## config.mk

```make
export PLATFORM = sky130hd
export DESIGN_NAME = cnt_enable_gen
export DESIGN_NICKNAME = d
export VERILOG_FILES = /design/src/rtl/cnt_enable_gen.sv
export SDC_FILE = /design/constraint.sdc
export NUM_CORES = 1
export LEC_CHECK = 0
export CAP_MARGIN = 0
export CORE_MARGIN = 2
export CORE_UTILIZATION = 46
export CTS_CLUSTER_SIZE = 10
export DETAILED_ROUTE_END_ITERATION = 7
export GPL_TIMING_DRIVEN = 1
export HOLD_SLACK_MARGIN = 0.06
export PLACE_DENSITY = 0.72
export SETUP_SLACK_MARGIN = 0.5
export SKIP_LAST_GASP = 1
export SLEW_MARGIN = 0
export SYNTH_ARGS = -nofsm -noshare
export SYNTH_HDL_FRONTEND = slang
export SYNTH_SLANG_ARGS = --single-unit
```

## constraint.sdc

```tcl
create_clock -name clock -period 2.54 [get_ports clock]
set_clock_uncertainty 0.2 [all_clocks]
set_input_delay 0.635 -clock clock [delete_from_list [all_inputs] [get_ports clock]]
set_output_delay 0.635 -clock clock [all_outputs]
set_load 0.01 [all_outputs]
```

## src/rtl/cnt_enable_gen.sv

```systemverilog
// Programmable enable-pulse generator feeding the 8-bit down counter: continuous or N-pulse burst.
// Optional hold input is compiled in with CNT_ENABLE_GEN_HOLD_EN.
module cnt_enable_gen #(
  parameter int DIV_W   = 8,
  parameter int BURST_W = 8
) (
  input  logic               clock,
  input  logic               reset,
  input  logic               start,
  input  logic               stop,
`ifdef CNT_ENABLE_GEN_HOLD_EN
  input  logic               hold,
`endif
  input  logic               mode,
  input  logic [DIV_W-1:0]   div_value,
  input  logic [BURST_W-1:0] burst_len,
  output logic               enable,
  output logic               busy,
  output logic               done,
  output logic [BURST_W-1:0] pulses_left
);

  typedef enum logic [1:0] {IDLE, RUN, DONE} state_t;

  state_t             state, state_nxt;
  logic [DIV_W-1:0]   div_q, div_nxt;
  logic [DIV_W-1:0]   presc, presc_nxt;
  logic               mode_q, mode_nxt;
  logic               enable_nxt, busy_nxt, done_nxt;
  logic [BURST_W-1:0] left_nxt;
  logic               hold_act;

`ifdef CNT_ENABLE_GEN_HOLD_EN
  assign hold_act = hold;
`else
  assign hold_act = 1'b0;
`endif

  always_comb begin
    state_nxt  = state;
    div_nxt    = div_q;
    mode_nxt   = mode_q;
    presc_nxt  = presc;
    left_nxt   = pulses_left;
    enable_nxt = 1'b0;
    busy_nxt   = 1'b0;
    done_nxt   = 1'b0;
    case (state)
      IDLE: begin
        if (start && !stop) begin
          div_nxt   = div_value;
          mode_nxt  = mode;
          presc_nxt = div_value;
          left_nxt  = mode ? burst_len : '0;
          // A zero-length burst completes without ever entering RUN.
          if (mode && (burst_len == '0)) begin
            state_nxt = DONE;
          end else begin
            state_nxt = RUN;
            busy_nxt  = 1'b1;
          end
        end
      end
      RUN: begin
        if (stop) begin
          state_nxt = IDLE;
          left_nxt  = '0;
        end else if (hold_act) begin
          busy_nxt = 1'b1;
        end else if (presc == '0) begin
          enable_nxt = 1'b1;
          presc_nxt  = div_q;
          busy_nxt   = 1'b1;
          if (mode_q) begin
            left_nxt = pulses_left - BURST_W'(1);
            // Final pulse: busy falls in the same cycle the last enable is seen.
            if (pulses_left == BURST_W'(1)) begin
              state_nxt = DONE;
              busy_nxt  = 1'b0;
            end
          end
        end else begin
          presc_nxt = presc - DIV_W'(1);
          busy_nxt  = 1'b1;
        end
      end
      DONE: begin
        done_nxt  = 1'b1;
        state_nxt = IDLE;
      end
      default: state_nxt = IDLE;
    endcase
  end

  always_ff @(posedge clock or negedge reset) begin
    if (!reset) begin
      state       <= IDLE;
      div_q       <= '0;
      mode_q      <= 1'b0;
      presc       <= '0;
      enable      <= 1'b0;
      busy        <= 1'b0;
      done        <= 1'b0;
      pulses_left <= '0;
    end else begin
      state       <= state_nxt;
      div_q       <= div_nxt;
      mode_q      <= mode_nxt;
      presc       <= presc_nxt;
      enable      <= enable_nxt;
      busy        <= busy_nxt;
      done        <= done_nxt;
      pulses_left <= left_nxt;
    end
  end

endmodule
```

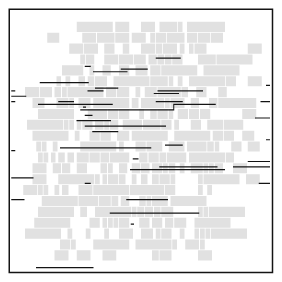
*The metal 3 layer*
Scale: 4 px per µm.
share of all routed wire: 6.4%
nets with wire on the layer: 33
longest straight run: 23.5 µm
wire length on this layer: 311 µm
main direction: horizontal

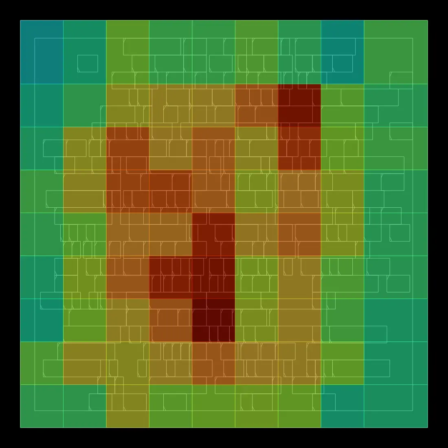
*Track usage over the die*
Most Crowded Layer GR: met2
mean routed wirelength per cell: 16.4 µm
global-route usage over all layers: 0.255
met1 routing resource usage after global routing: 0.350

==> results_tabular.tex <==
% Table of physical implementation metrics
\begin{tabular}{lr}
\hline
Metric & Value \\
\hline
\multicolumn{2}{l}{\textbf{Outcome}} \\
Outcome & finished, final reports clean \\
\multicolumn{2}{l}{\textbf{Global route}} \\
Wire length of the first global-routing pass & 8.25 mm \\
Initial antenna violation count & 0 \\
Maximum number of pins on one net before global-route repair & 31 \\
\multicolumn{2}{l}{\textbf{STA}} \\
Max Freq & 475 MHz \\
Count of pins over their slew limit & 0 \\
Time the final worst path needs with I/O delays and setup & 2110 ps \\
Normalized max-slew margin & 0.731 \\
Worst-case hold slack & 273 ps \\
Final hold vios & 0 \\
Setup repair after global routing missed its margin & yes \\
Measured slew at the worst slew-check pin & 403 ps \\
Setup TNS after final layout & 0 ps \\
Crit path setup slack, layout & 433 ps \\
\multicolumn{2}{l}{\textbf{Setup path}} \\
Worst setup path startpoint & presc[0] \\
End point of the critical path & presc[6] \\
Arrival time at the worst endpoint & 2110 ps \\
Endpoint type of the worst setup path & register \\
Origin of the critical flop-to-flop path & presc[0] \\
Worst Path Class, Setup & register to register \\
Critical R2R Capture & presc[6] \\
\multicolumn{2}{l}{\textbf{Placed design}} \\
HPWL Detailed & 3.53 mm \\
Placed instance area & 2180 µm² \\
Placed Instances & 282 \\
Number of buffer cells added on primary ports & 31 \\
Placement-stage worst setup slack & -61.2 ps \\
\multicolumn{2}{l}{\textbf{Detailed routing}} \\
Initial drt markers & 109 \\
Highest routed layer & met4 \\
Number of detailed-routing iterations run before antenna repair & 4 \\
Antenna Nets Post-Route & 0 \\
Residual DRC & 0 \\
\multicolumn{2}{l}{\textbf{Clock network}} \\
CTS clock-pin slew for the worst setup and hold paths & 60 ps \\
CTS Root Buffer Type & sky130\_fd\_sc\_hd\_\_clkbuf\_8 \\
Maximum number of buffers from clock root to sink & 2 \\
H-tree lvl count & 2 \\
\multicolumn{2}{l}{\textbf{Final layout}} \\
Non-filler cells, final & 297 \\
Total Nets Final & 273 \\
Commonest cells after routing, fill and taps aside & 37 x sky130\_fd\_sc\_hd\_\_nand2\_1, 28 x sky130\_fd\_sc\_hd\_\_dfrtp\_1, 22 x sky130\_fd\_sc\_hd\_\_clkdlybuf4s50\_1, 22 x sky130\_fd\_sc\_hd\_\_buf\_4, 16 x sky130\_fd\_sc\_hd\_\_nor2\_1 \\
Antenna diodes & 0 \\
Most common cell after layout, fill and taps aside & sky130\_fd\_sc\_hd\_\_nand2\_1 \\
Layout Area Growth over Synthesis & 37.0\% \\
\multicolumn{2}{l}{\textbf{Synth}} \\
Cells in synth\_stat.txt & 196 \\
Simple-gate share of the synthesized area & 0.260 \\
Summed instance area of the synthesized netlist & 1740 µm² \\
Instance count of the mapped netlist & 196 \\
Warning count from the yosys run & 0 \\
Share of synthesized cell area in full adder, half adder and majority cells & 0.0216 \\
Most common reg cell & sky130\_fd\_sc\_hd\_\_dfrtp\_1 \\
Number of enable-type register cells in the synthesized netlist & 0 \\
Post-synthesis xor/xnor area fraction & 0.00505 \\
Floorplan Nets & 220 \\
Post-synthesis average cell area & 8.85 µm² \\
\multicolumn{2}{l}{\textbf{Floorplanning}} \\
Rows & 22 \\
Top-level port count & 32 \\
Core Region & 3630 µm² \\
Floorplan core density & 0.478 \\
\multicolumn{2}{l}{\textbf{Pwr}} \\
Cell area power density & 842 nW/µm² \\
Leakage power & 0.00107 µW \\
Total power & 2000 µW \\
\multicolumn{2}{l}{\textbf{Worst hold path}} \\
Min-Delay Startpoint & div\_q[4] \\
Hold Path Class & register to register \\
\hline
\end{tabular}
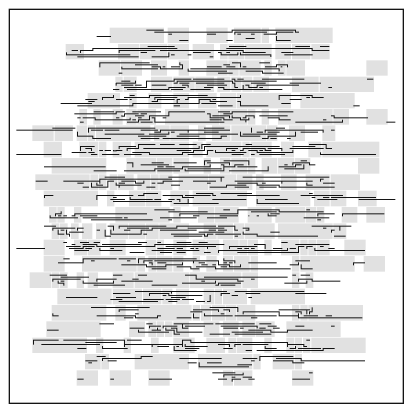
*M1 wires*
Scale: 6 px per µm.
wire length on this layer: 2190 µm
longest straight run: 16.1 µm
share of all routed wire: 45%
main direction: horizontal
nets with wire on the layer: 248
overall via count from detail_route: 1728
overall routed net length: 4.88 mm

## power by group
group	internal, µW	switching [µW]
registers	614	163
logic	432	441
clock network	188	163
## synthesized netlist by cell type, drive strengths merged, types with 4 or more instances
master   n  area share
or3      4       0.014
a31oi    4       0.014
o22ai    4       0.014
inv      8       0.017
clkbuf   4      0.0086
nor3b    4       0.017
nor3     6       0.017
nand2   37       0.080
a32oi    4       0.020
nor4     4       0.014
nor2    17       0.037
dfrtp   30        0.43
a21oi    9       0.026
o21ai   13       0.040
## timing repair
action | in CTS | in global routing
gates cloned | 0 | 0
hold buffers | 0 | 0
buffers inserted | 7 | 1
endpoints found under the setup margin | 26 | 13
gates resized | 20 | 11
pin swaps | 3 | 3
endpoints found under the hold margin | 0 | 0
## worst max-delay path, cell delays in order, from the launching register on
cell and delay (ps):
sky130_fd_sc_hd__dfrtp_1 400, sky130_fd_sc_hd__inv_2 90, sky130_fd_sc_hd__ha_4 150, sky130_fd_sc_hd__or4b_4 500, sky130_fd_sc_hd__or4_1 420, sky130_fd_sc_hd__a31o_1 200
sky130_fd_sc_hd__o21ai_2 100
## final cells by class
type,instances,area (µm²),area share
well taps,48,60.1,0.0253
inverters,8,30.0,0.0126
flip-flops and latches,30,753,0.317
multi-input cells,151,990,0.416
clock buffers,7,76.3,0.0321
repair buffers,53,468,0.197
## flip-flops by register name, indices dropped and copies added (netlist names)
register     count
pulses_left      8
state            2
enable           1
mode_q           1
div_q            8
presc            8
done             1
busy             1
## layer usage
| metal | vias to the layer above | global-route usage |
|---|---|---|
| li1 | 833 | - |
| met1 | 819 | 0.350 |
| met2 | 67 | 0.404 |
| met3 | 9 | 0.0428 |
| met4 | 0 | 0.0990 |
| met5 | - | 0 |
No activity file was given, so power comes from the tool's default toggle rates.
